[src/rtl/alu_arbiter_pkg.sv]
// Shared constants for the two-requester ALU arbiter: data width,
// ALU function codes and the controller state encoding.
`timescale 1ns/1ps
package alu_arbiter_pkg;

    localparam int DATA_W = 8;

    localparam logic [2:0] FUNC_ADD    = 3'd0;
    localparam logic [2:0] FUNC_SUB    = 3'd1;
    localparam logic [2:0] FUNC_MOVE   = 3'd2;
    localparam logic [2:0] FUNC_LSHIFT = 3'd3;
    localparam logic [2:0] FUNC_RSHIFT = 3'd4;
    localparam logic [2:0] FUNC_AND    = 3'd5;
    localparam logic [2:0] FUNC_NOT    = 3'd6;
    localparam logic [2:0] FUNC_OR     = 3'd7;

    localparam logic [1:0] ST_IDLE = 2'd0;
    localparam logic [1:0] ST_EXEC = 2'd1;
    localparam logic [1:0] ST_RESP = 2'd2;

    // Only the arithmetic ops report a meaningful carry out of the ALU.
    function automatic logic carry_kept(input logic [2:0] func);
        return (func == FUNC_ADD) || (func == FUNC_SUB);
    endfunction

endpackage

[src/rtl/alu_arbiter_if.sv]
// Request/response bundle between the two command sources and the arbiter.
`timescale 1ns/1ps
interface alu_arbiter_if;
    import alu_arbiter_pkg::*;

    // Valid/ready: a transfer happens on a rising edge where valid and ready
    // are both high; the source holds valid and its fields until then.
    logic              req_valid_0;
    logic              req_valid_1;
    logic              req_ready_0;
    logic              req_ready_1;
    logic [2:0]        req_op_0;
    logic [2:0]        req_op_1;
    logic [DATA_W-1:0] req_a_0;
    logic [DATA_W-1:0] req_a_1;
    logic [DATA_W-1:0] req_b_0;
    logic [DATA_W-1:0] req_b_1;
    logic              rsp_valid_0;
    logic              rsp_valid_1;
    logic              rsp_ready_0;
    logic              rsp_ready_1;
    logic [DATA_W-1:0] rsp_data;
    logic              rsp_cout;

    modport master (
        output req_valid_0, req_valid_1, req_op_0, req_op_1,
               req_a_0, req_a_1, req_b_0, req_b_1, rsp_ready_0, rsp_ready_1,
        input  req_ready_0, req_ready_1, rsp_valid_0, rsp_valid_1,
               rsp_data, rsp_cout
    );

    modport slave (
        input  req_valid_0, req_valid_1, req_op_0, req_op_1,
               req_a_0, req_a_1, req_b_0, req_b_1, rsp_ready_0, rsp_ready_1,
        output req_ready_0, req_ready_1, rsp_valid_0, rsp_valid_1,
               rsp_data, rsp_cout
    );

endinterface

[src/rtl/alu.sv]
// Combinational 8-bit ALU with eight functions; cout is the 9th result bit
// for ADD/SUB (borrow on SUB) and the shifted-out bit for the shifts.
`timescale 1ns/1ps
module alu
    import alu_arbiter_pkg::*;
(
    input  logic [DATA_W-1:0] in1,
    input  logic [DATA_W-1:0] in2,
    input  logic [2:0]        func,
    output logic [DATA_W-1:0] out,
    output logic              cout
);

    always_comb begin
        out  = '0;
        cout = 1'b0;
        case (func)
            FUNC_ADD:    {cout, out} = {1'b0, in1} + {1'b0, in2};
            FUNC_SUB:    {cout, out} = {1'b0, in1} - {1'b0, in2};
            FUNC_MOVE:   out = in1;
            FUNC_LSHIFT: {cout, out} = {in1, 1'b0};
            FUNC_RSHIFT: {out, cout} = {1'b0, in1};
            FUNC_AND:    out = in1 & in2;
            FUNC_NOT:    out = ~in1;
            FUNC_OR:     out = in1 | in2;
            default:     out = '0;
        endcase
    end

endmodule

[src/rtl/alu_arbiter_rr_pick2.sv]
// Two-way round-robin pick: with both valid, the requester not granted last wins.
`timescale 1ns/1ps
module rr_pick2 (
    input  logic valid_0,
    input  logic valid_1,
    input  logic last,
    output logic gnt_0,
    output logic gnt_1
);

    assign gnt_0 = valid_0 && (!valid_1 || last);
    assign gnt_1 = valid_1 && (!valid_0 || !last);

endmodule

[src/rtl/alu_arbiter.sv]
// Shares one ALU between two requesters: accept, execute for one cycle,
// then hold the registered result until the winner takes it.
`timescale 1ns/1ps
module alu_arbiter #(
    parameter int DATA_W    = 8,
    parameter bit INIT_LAST = 1'b1
) (
    input  logic         clk,
    input  logic         rst,
    alu_arbiter_if.slave bus,
    output logic         busy,
    output logic [7:0]   op_count,
    output logic [1:0]   dbg_state
);
    import alu_arbiter_pkg::*;

    logic [1:0]        state_q, state_d;
    logic              last_q, last_d;
    logic              id_q, id_d;
    logic [2:0]        op_q, op_d;
    logic [DATA_W-1:0] a_q, a_d;
    logic [DATA_W-1:0] b_q, b_d;
    logic [DATA_W-1:0] rsp_data_q, rsp_data_d;
    logic              rsp_cout_q, rsp_cout_d;
    logic              rsp_valid_q, rsp_valid_d;
    logic [7:0]        op_count_q, op_count_d;

    logic              gnt_0, gnt_1, is_idle, accept, rsp_taken;
    logic [DATA_W-1:0] alu_out;
    logic              alu_cout;

    rr_pick2 u_pick (
        .valid_0 (bus.req_valid_0),
        .valid_1 (bus.req_valid_1),
        .last    (last_q),
        .gnt_0   (gnt_0),
        .gnt_1   (gnt_1)
    );

    alu u_alu (
        .in1  (a_q),
        .in2  (b_q),
        .func (op_q),
        .out  (alu_out),
        .cout (alu_cout)
    );

    assign is_idle   = (state_q == ST_IDLE);
    assign accept    = is_idle && (gnt_0 || gnt_1);
    // Only the winner's rsp_ready can complete the response.
    assign rsp_taken = id_q ? bus.rsp_ready_1 : bus.rsp_ready_0;

    always_comb begin
        state_d     = state_q;
        last_d      = last_q;
        id_d        = id_q;
        op_d        = op_q;
        a_d         = a_q;
        b_d         = b_q;
        rsp_data_d  = rsp_data_q;
        rsp_cout_d  = rsp_cout_q;
        rsp_valid_d = rsp_valid_q;
        op_count_d  = op_count_q;
        case (state_q)
            ST_IDLE: begin
                if (accept) begin
                    id_d    = gnt_1;
                    last_d  = gnt_1;
                    op_d    = gnt_1 ? bus.req_op_1 : bus.req_op_0;
                    a_d     = gnt_1 ? bus.req_a_1  : bus.req_a_0;
                    b_d     = gnt_1 ? bus.req_b_1  : bus.req_b_0;
                    state_d = ST_EXEC;
                end
            end
            ST_EXEC: begin
                rsp_data_d  = alu_out;
                rsp_cout_d  = carry_kept(op_q) ? alu_cout : 1'b0;
                rsp_valid_d = 1'b1;
                state_d     = ST_RESP;
            end
            ST_RESP: begin
                if (rsp_taken) begin
                    rsp_valid_d = 1'b0;
                    op_count_d  = op_count_q + 8'd1;
                    state_d     = ST_IDLE;
                end
            end
            default: state_d = ST_IDLE;
        endcase
    end

    always_ff @(posedge clk or posedge rst) begin
        if (rst) begin
            state_q     <= ST_IDLE;
            last_q      <= INIT_LAST;
            id_q        <= 1'b0;
            op_q        <= 3'd0;
            a_q         <= '0;
            b_q         <= '0;
            rsp_data_q  <= '0;
            rsp_cout_q  <= 1'b0;
            rsp_valid_q <= 1'b0;
            op_count_q  <= 8'd0;
        end else begin
            state_q     <= state_d;
            last_q      <= last_d;
            id_q        <= id_d;
            op_q        <= op_d;
            a_q         <= a_d;
            b_q         <= b_d;
            rsp_data_q  <= rsp_data_d;
            rsp_cout_q  <= rsp_cout_d;
            rsp_valid_q <= rsp_valid_d;
            op_count_q  <= op_count_d;
        end
    end

    assign bus.req_ready_0 = is_idle && gnt_0;
    assign bus.req_ready_1 = is_idle && gnt_1;
    assign bus.rsp_valid_0 = rsp_valid_q && !id_q;
    assign bus.rsp_valid_1 = rsp_valid_q && id_q;
    assign bus.rsp_data    = rsp_data_q;
    assign bus.rsp_cout    = rsp_cout_q;
    assign busy            = !is_idle;
    assign op_count        = op_count_q;
    assign dbg_state       = state_q;

endmodule

[src/flat_wrapper.sv]
// flat-port wrapper written by rule: the top's interface ports become plain ports
module alu_arbiter_flat import alu_arbiter_pkg::*;
#(
    parameter int DATA_W    = 8,
    parameter bit INIT_LAST = 1'b1
)
  (clk, rst, busy, op_count, dbg_state, bus_req_valid_0, bus_req_valid_1, bus_req_op_0, bus_req_op_1, bus_req_a_0, bus_req_a_1, bus_req_b_0, bus_req_b_1, bus_rsp_ready_0, bus_rsp_ready_1, bus_req_ready_0, bus_req_ready_1, bus_rsp_valid_0, bus_rsp_valid_1, bus_rsp_data, bus_rsp_cout);
  alu_arbiter_if bus_i ();
  input  logic clk;
  input  logic rst;
  output logic busy;
  output logic [7:0] op_count;
  output logic [1:0] dbg_state;
  input wire logic [$bits(bus_i.req_valid_0)-1:0] bus_req_valid_0;
  input wire logic [$bits(bus_i.req_valid_1)-1:0] bus_req_valid_1;
  input wire logic [$bits(bus_i.req_op_0)-1:0] bus_req_op_0;
  input wire logic [$bits(bus_i.req_op_1)-1:0] bus_req_op_1;
  input wire logic [$bits(bus_i.req_a_0)-1:0] bus_req_a_0;
  input wire logic [$bits(bus_i.req_a_1)-1:0] bus_req_a_1;
  input wire logic [$bits(bus_i.req_b_0)-1:0] bus_req_b_0;
  input wire logic [$bits(bus_i.req_b_1)-1:0] bus_req_b_1;
  input wire logic [$bits(bus_i.rsp_ready_0)-1:0] bus_rsp_ready_0;
  input wire logic [$bits(bus_i.rsp_ready_1)-1:0] bus_rsp_ready_1;
  output wire logic [$bits(bus_i.req_ready_0)-1:0] bus_req_ready_0;
  output wire logic [$bits(bus_i.req_ready_1)-1:0] bus_req_ready_1;
  output wire logic [$bits(bus_i.rsp_valid_0)-1:0] bus_rsp_valid_0;
  output wire logic [$bits(bus_i.rsp_valid_1)-1:0] bus_rsp_valid_1;
  output wire logic [$bits(bus_i.rsp_data)-1:0] bus_rsp_data;
  output wire logic [$bits(bus_i.rsp_cout)-1:0] bus_rsp_cout;
  assign bus_i.req_valid_0 = bus_req_valid_0;
  assign bus_i.req_valid_1 = bus_req_valid_1;
  assign bus_i.req_op_0 = bus_req_op_0;
  assign bus_i.req_op_1 = bus_req_op_1;
  assign bus_i.req_a_0 = bus_req_a_0;
  assign bus_i.req_a_1 = bus_req_a_1;
  assign bus_i.req_b_0 = bus_req_b_0;
  assign bus_i.req_b_1 = bus_req_b_1;
  assign bus_i.rsp_ready_0 = bus_rsp_ready_0;
  assign bus_i.rsp_ready_1 = bus_rsp_ready_1;
  assign bus_req_ready_0 = bus_i.req_ready_0;
  assign bus_req_ready_1 = bus_i.req_ready_1;
  assign bus_rsp_valid_0 = bus_i.rsp_valid_0;
  assign bus_rsp_valid_1 = bus_i.rsp_valid_1;
  assign bus_rsp_data = bus_i.rsp_data;
  assign bus_rsp_cout = bus_i.rsp_cout;
  alu_arbiter #(.DATA_W(DATA_W), .INIT_LAST(INIT_LAST)) u_core (.clk(clk), .rst(rst), .bus(bus_i), .busy(busy), .op_count(op_count), .dbg_state(dbg_state));
endmodule
[config.mk]
export PLATFORM = sky130hd
export DESIGN_NAME = alu_arbiter_flat
export DESIGN_NICKNAME = d
export VERILOG_FILES = /design/src/rtl/alu_arbiter_pkg.sv /design/src/rtl/alu_arbiter_if.sv /design/src/rtl/alu.sv /design/src/rtl/alu_arbiter_rr_pick2.sv /design/src/rtl/alu_arbiter.sv /design/src/flat_wrapper.sv
export SDC_FILE = /design/constraint.sdc
export NUM_CORES = 1
export LEC_CHECK = 0
export CORE_ASPECT_RATIO = 0.6
export CORE_UTILIZATION = 50
export CTS_CLUSTER_SIZE = 10
export DETAILED_ROUTE_END_ITERATION = 6
export PLACE_DENSITY_LB_ADDON = 0.05
export REMOVE_ABC_BUFFERS = 1
export SLEW_MARGIN = 40
export SYNTH_ARGS = -nofsm -noshare
export SYNTH_HDL_FRONTEND = slang
export SYNTH_SLANG_ARGS = --single-unit
[constraint.sdc]
create_clock -name clk -period 2.6 [get_ports clk]
set_clock_uncertainty 0.05 [all_clocks]
set_input_delay 0.26 -clock clk [delete_from_list [all_inputs] [get_ports clk]]
set_output_delay 0.26 -clock clk [all_outputs]
set_load 0.05 [all_outputs]
run_1/final_clocks.png
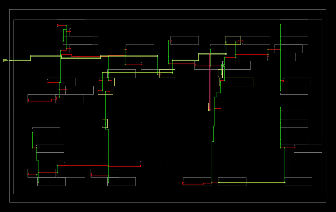
flop count: 41
Sink Count: 41
clkbuf count: 6
TritonCTS Buffers: 5

run_1/clock_map.png
The bar under the picture is 20 microns long.
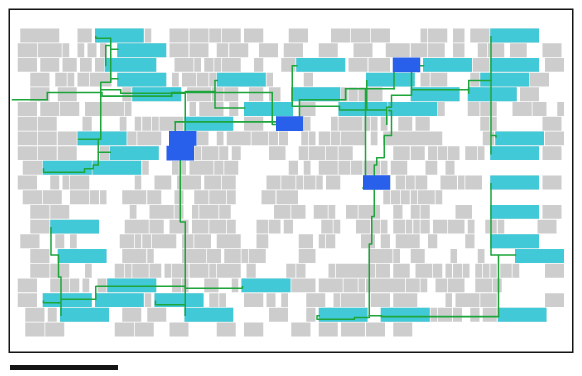
- cyan: flip-flops (count 41)
- blue: cells driving clock nets (count 5)
- green: clock wires (length 527 microns)
- flops lie: spread over the die
Clock Power Share: 8.7%
total clock network power: 0.507 mW
Clk Latency, worst-skew pair: 0.29 ns

==> impl_metrics.tcl, run 1 <==
# flow metrics
set metrics [dict create \
    fa_ha_area_share_pct 11.7 \
    tightestPinTransition_ns 0.511 \
    slew_viol_final 0 \
    core_util_floorplan_pct 54.0 \
    crit_family "AND-OR/OR-AND gates" \
    syn_avg_cell_area_sq_um 8.67 \
    area_leaders "dfrtp_1, ha_1, mux2i_1, a21oi_1, nor2_1" \
    p_total_mw 5.80 \
    grt_pass1_vias 2529 \
    aoi_share_pct 21.0 \
    cp_cell_sequence "ha_1 -> fa_1 -> a211oi_2 -> o21ai_0 -> a211oi_1 -> o21ai_0 -> a31o_2" \
    yosysTopAreaCellShare_pct 32.1 \
    max_freq_mhz 407 \
    crit_arrival_ns 2.59 \
    final_area_sq_mm 0.00403 \
    clockRootBuffer "clkbuf_8" \
    period_minus_slack_ns 2.45 \
    cpMaxStageDelayCell "fa_1" \
    nNetsFinal 498 \
    antenna_cells 0 \
    placed_area_sq_mm 0.00392 \
    cts_max_level 2 \
    status "finished, final reports clean" \
    powerDensity_mw_per_mm2 1440 \
    worstSetupStartpoint "u_core.b_q[0]" \
    synthMuxAreaShare_pct 7.42 \
    ir_drop_mv 0.754 \
    cp.required_ns 2.74 \
    ios 68 \
    syn_inst 360 \
    crit_path_end "u_core.bus.rsp_cout" \
    clk_pin_slew_ns 0.08 \
]
run_1/pins.png
Pins as bars across the die edge, other pins in gray.
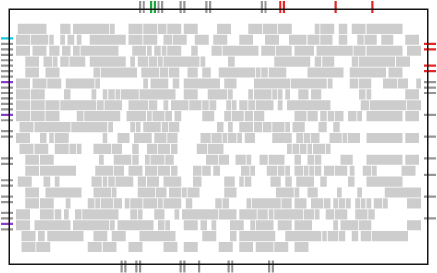
- green: dbg_state (pins 2; direction output; edge top)
- cyan: bus_req_ready_0 (pins 1; direction output; edge left)
- red: op_count (pins 8; direction output; edge 4 top, 4 right)
- purple: bus_req_op_1 (pins 3; direction input; edge left)
- all pins by edge: 28 left, 16 top, 13 right, 11 bottom
I/O Buffers: 67
Vert. Die Dim: 63.2 microns
die width: 104 microns

run_1/registers.png
Other sequential cells in the stronger gray, the rest of the logic in the fainter gray.
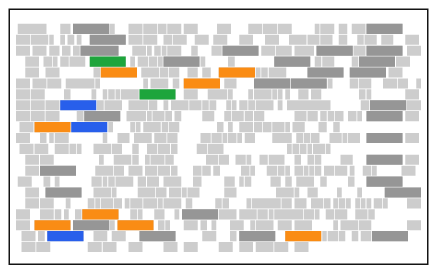
- blue: u_core.op_q (flops 3)
- orange: u_core.a_q (flops 8)
- green: u_core.dbg_state (flops 2)
- not colored: 28
flop share of the area: 25.5%
Flop area: 0.00103 sq mm
final design utilization: 69.8%
P_seq: 1.33 mW

==> run 1: area by class of cell <==
cell class | count | area (sq um)
Clock buffer | 6 | 72.6
Timing Repair Buffer | 78 | 778
Clock inverter | 2 | 35.0
Tap cell | 80 | 100
Sequential cell | 41 | 1030
Inverter | 25 | 93.8
Fill cell | 450 | 1750
Multi-Input combinational cell | 275 | 1930
==> run 1: what timing repair did <==
| item | CTS | global route |
|---|---|---|
| buffers inserted | 0 | 0 |
| resized | 0 | 2 |
| setup endpoints to repair | 0 | 2 |
==> run 1: stage by stage <==
| step | worst slack [ns] | util [%] | hold slack [ns] | instances |
|---|---|---|---|---|
| final | 0.146 | 69.8 | 0.348 | 507 |
| after global routing | 0.00372 | 69.8 | 0.400 | 507 |
| after CTS | 0.107 | 69.6 | 0.362 | 507 |
| after detailed placement | 0.196 | 67.8 | 0.414 | 499 |
| after global placement | 0.282 | 67.8 | 0.409 | 499 |
| after floorplan | -0.776 | - | 0.273 | 341 |
==> run 1: power breakdown <==
part	total [mW]	internal (mW)	leakage (nW)	switching [mW]
Sequential	1.33	0.934	0.476	0.399
Combinational	3.96	1.58	1.26	2.38
Clock	0.507	0.285	0.0552	0.222
==> run 1: worst reg2reg max path: cells and delay by family (launching register included) <==
kind / cells / cell delay [ns]
adder cells (fa/ha/maj): 2 / 0.75
AND-OR/OR-AND: 5 / 1.11
flip-flops: 1 / 0.45
==> run 1: per-layer routing <==
layer	wire length [microns]	GRT usage, %	share of wire, %	vias to the layer above
li1	-	-	-	1407
met4	18	2.50	0.23	0
met1	4050	39.0	52	1303
met3	783	7.25	10	2
met2	2990	33.3	38	134
met5	0	0	0	-
run_1/metal_stack.png
The bar under the picture is 20 microns long.
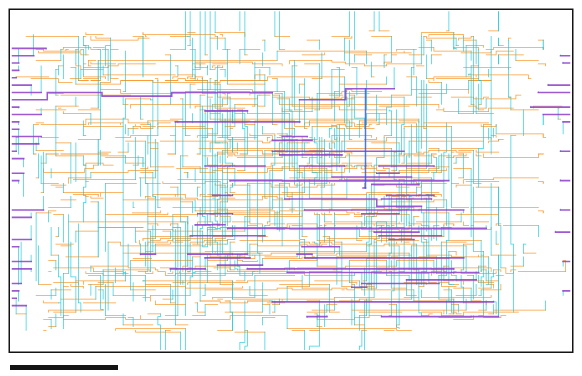

==> run 2: changes to the inputs <==
--- a/config.mk
+++ b/config.mk
@@ -6,7 +6,7 @@
 export NUM_CORES = 1
 export LEC_CHECK = 0
 export CORE_ASPECT_RATIO = 0.6
-export CORE_UTILIZATION = 50
+export CORE_UTILIZATION = 47
 export CTS_CLUSTER_SIZE = 10
 export DETAILED_ROUTE_END_ITERATION = 6
 export PLACE_DENSITY_LB_ADDON = 0.05
==> constraint.sdc (replaced) <==
create_clock -name clk -period 2.1 [get_ports clk]
set_clock_uncertainty 0.05 [all_clocks]
set_input_delay 0.21 -clock clk [delete_from_list [all_inputs] [get_ports clk]]
set_output_delay 0.21 -clock clk [all_outputs]
set_load 0.05 [all_outputs]
run_2/metal_stack.png
The bar under the picture is 20 microns long.
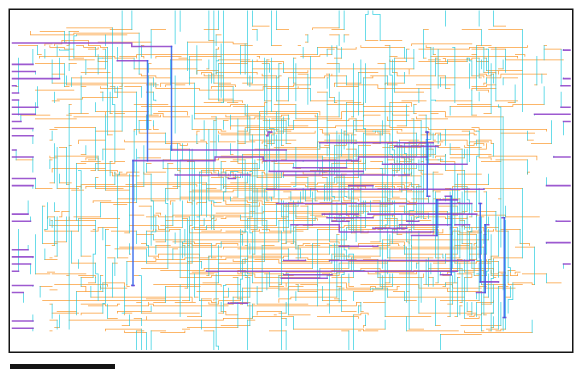
- orange: met1 (wire length 4,370 microns)
- blue: met4 (wire length 144 microns)
- purple: met3 (wire length 645 microns)
- cyan: met2 (wire length 3,360 microns)
Via Count: 3,042
GRT Total Usage: 26.6%
final wirelength: 8510 microns
DR WL/cell: 15.9 microns

==> run 2 against run 1 <==
- the run now ends with negative setup slack left
- combinational power up about 50%
- clock-buffer cell count unchanged
- cell count up 5.9%
- hold slack worse by 0.074 ns
- critical endpoint unchanged
- wire length up 8.6%
==> impl_metrics.tcl, run 2 <==
# flow metrics
set metrics [dict create \
    area_leaders "dfrtp_1, ha_1, mux2i_1, a21oi_1, nor2_1" \
    grt_pass1_vias 2807 \
    clockRootBuffer "clkbuf_8" \
    ir_drop_mv 0.870 \
    antenna_cells 0 \
    fin_util_pct 70.2 \
    cts.sinks 41 \
    max_freq_mhz 470 \
    cp_cell_sequence "ha_2 -> fa_2 -> a211oi_4 -> o21ai_2 -> a211oi_2 -> o21ai_1 -> a31o_2" \
    use_met2_pct 35.9 \
    slew_viol_final 0 \
    period_minus_slack_ns 2.13 \
    clk-insertion-delay-late_ns 0.32 \
    dp_slack_ns -0.178 \
    status "finished, violations left" \
    io_buffers 67 \
    layout_setup_ws_ns -0.0296 \
    holdWs_ns 0.274 \
    placed_area_sq_mm 0.00410 \
    post-cts-setup-buffers 0 \
    p_comb_share_pct 73.3 \
    setup_viol 1 \
    cpMaxStageDelayCell "fa_2" \
    cts_resized 17 \
    failed_checks "negative setup slack" \
    switchingPower_mw 4.07 \
    power_frac_clock_pct 8.6 \
    powerDensity_mw_per_mm2 1850 \
    numCtsBuffers 5 \
]
[run 2: layout make-up]
type	count	area, sq um
tap	84	105
timing repair buffer	104	991
sequential	41	1030
inverter	25	96.3
fill	505	1860
clock buffer	6	82.6
clock inverter	2	37.5
multi-input combinational	275	2040
[run 2: power groups by stage]
stage,sequential [mW],clock (mW),combinational (mW)
finish,1.47,0.700,5.95
global route,1.54,0.751,6.45
CTS,1.47,0.711,5.51
detailed placement,1.48,0,5.35
global placement,1.46,0,5.30
floorplan,2.13,0,2.82
[run 2: metal layers]
layer / vias to the layer above / part of all wire (%) / wire length (microns)
met3: 20 / 7.6 / 645
met4: 0 / 1.7 / 143
met2: 111 / 39 / 3360
met5: - / 0 / 0
li1: 1457 / - / -
met1: 1454 / 51 / 4370
[run 2: cell families (layout without fill, tap and decap cells)]
| family | after synthesis | count (layout) | share of synthesized area, % |
|---|---|---|---|
| flops | 41 | 41 | 32.9 |
| mux | 23 | 23 | 7.42 |
| xor+xnor | 18 | 18 | 5.05 |
| compound gates | 104 | 104 | 21.0 |
| simple gates | 102 | 102 | 16.2 |
| fa+ha+maj | 28 | 28 | 11.7 |
| buf+inv | 44 | 137 | 5.73 |
[run 2: final timing paths]
path,start,end,slack (ns),cells after the start
min in group clk,u_core.op_count[7],u_core.op_count[7],0.42,1
max reg2reg,u_core.b_q[0],u_core.bus.rsp_cout,-0.03,7
max,u_core.b_q[0],u_core.bus.rsp_cout,-0.03,7
min,rst,u_core.bus.rsp_data[3],0.27,3
min reg2reg,u_core.op_count[7],u_core.op_count[7],0.42,1
max in group asynchronous,rst,u_core.a_q[1],1.31,3
[run 2: tightest hold or removal path, delay by kind of cell]
family,cells,cell delay [ns]
buf+inv,3,0.89
Power and IR drop assume default switching activity.
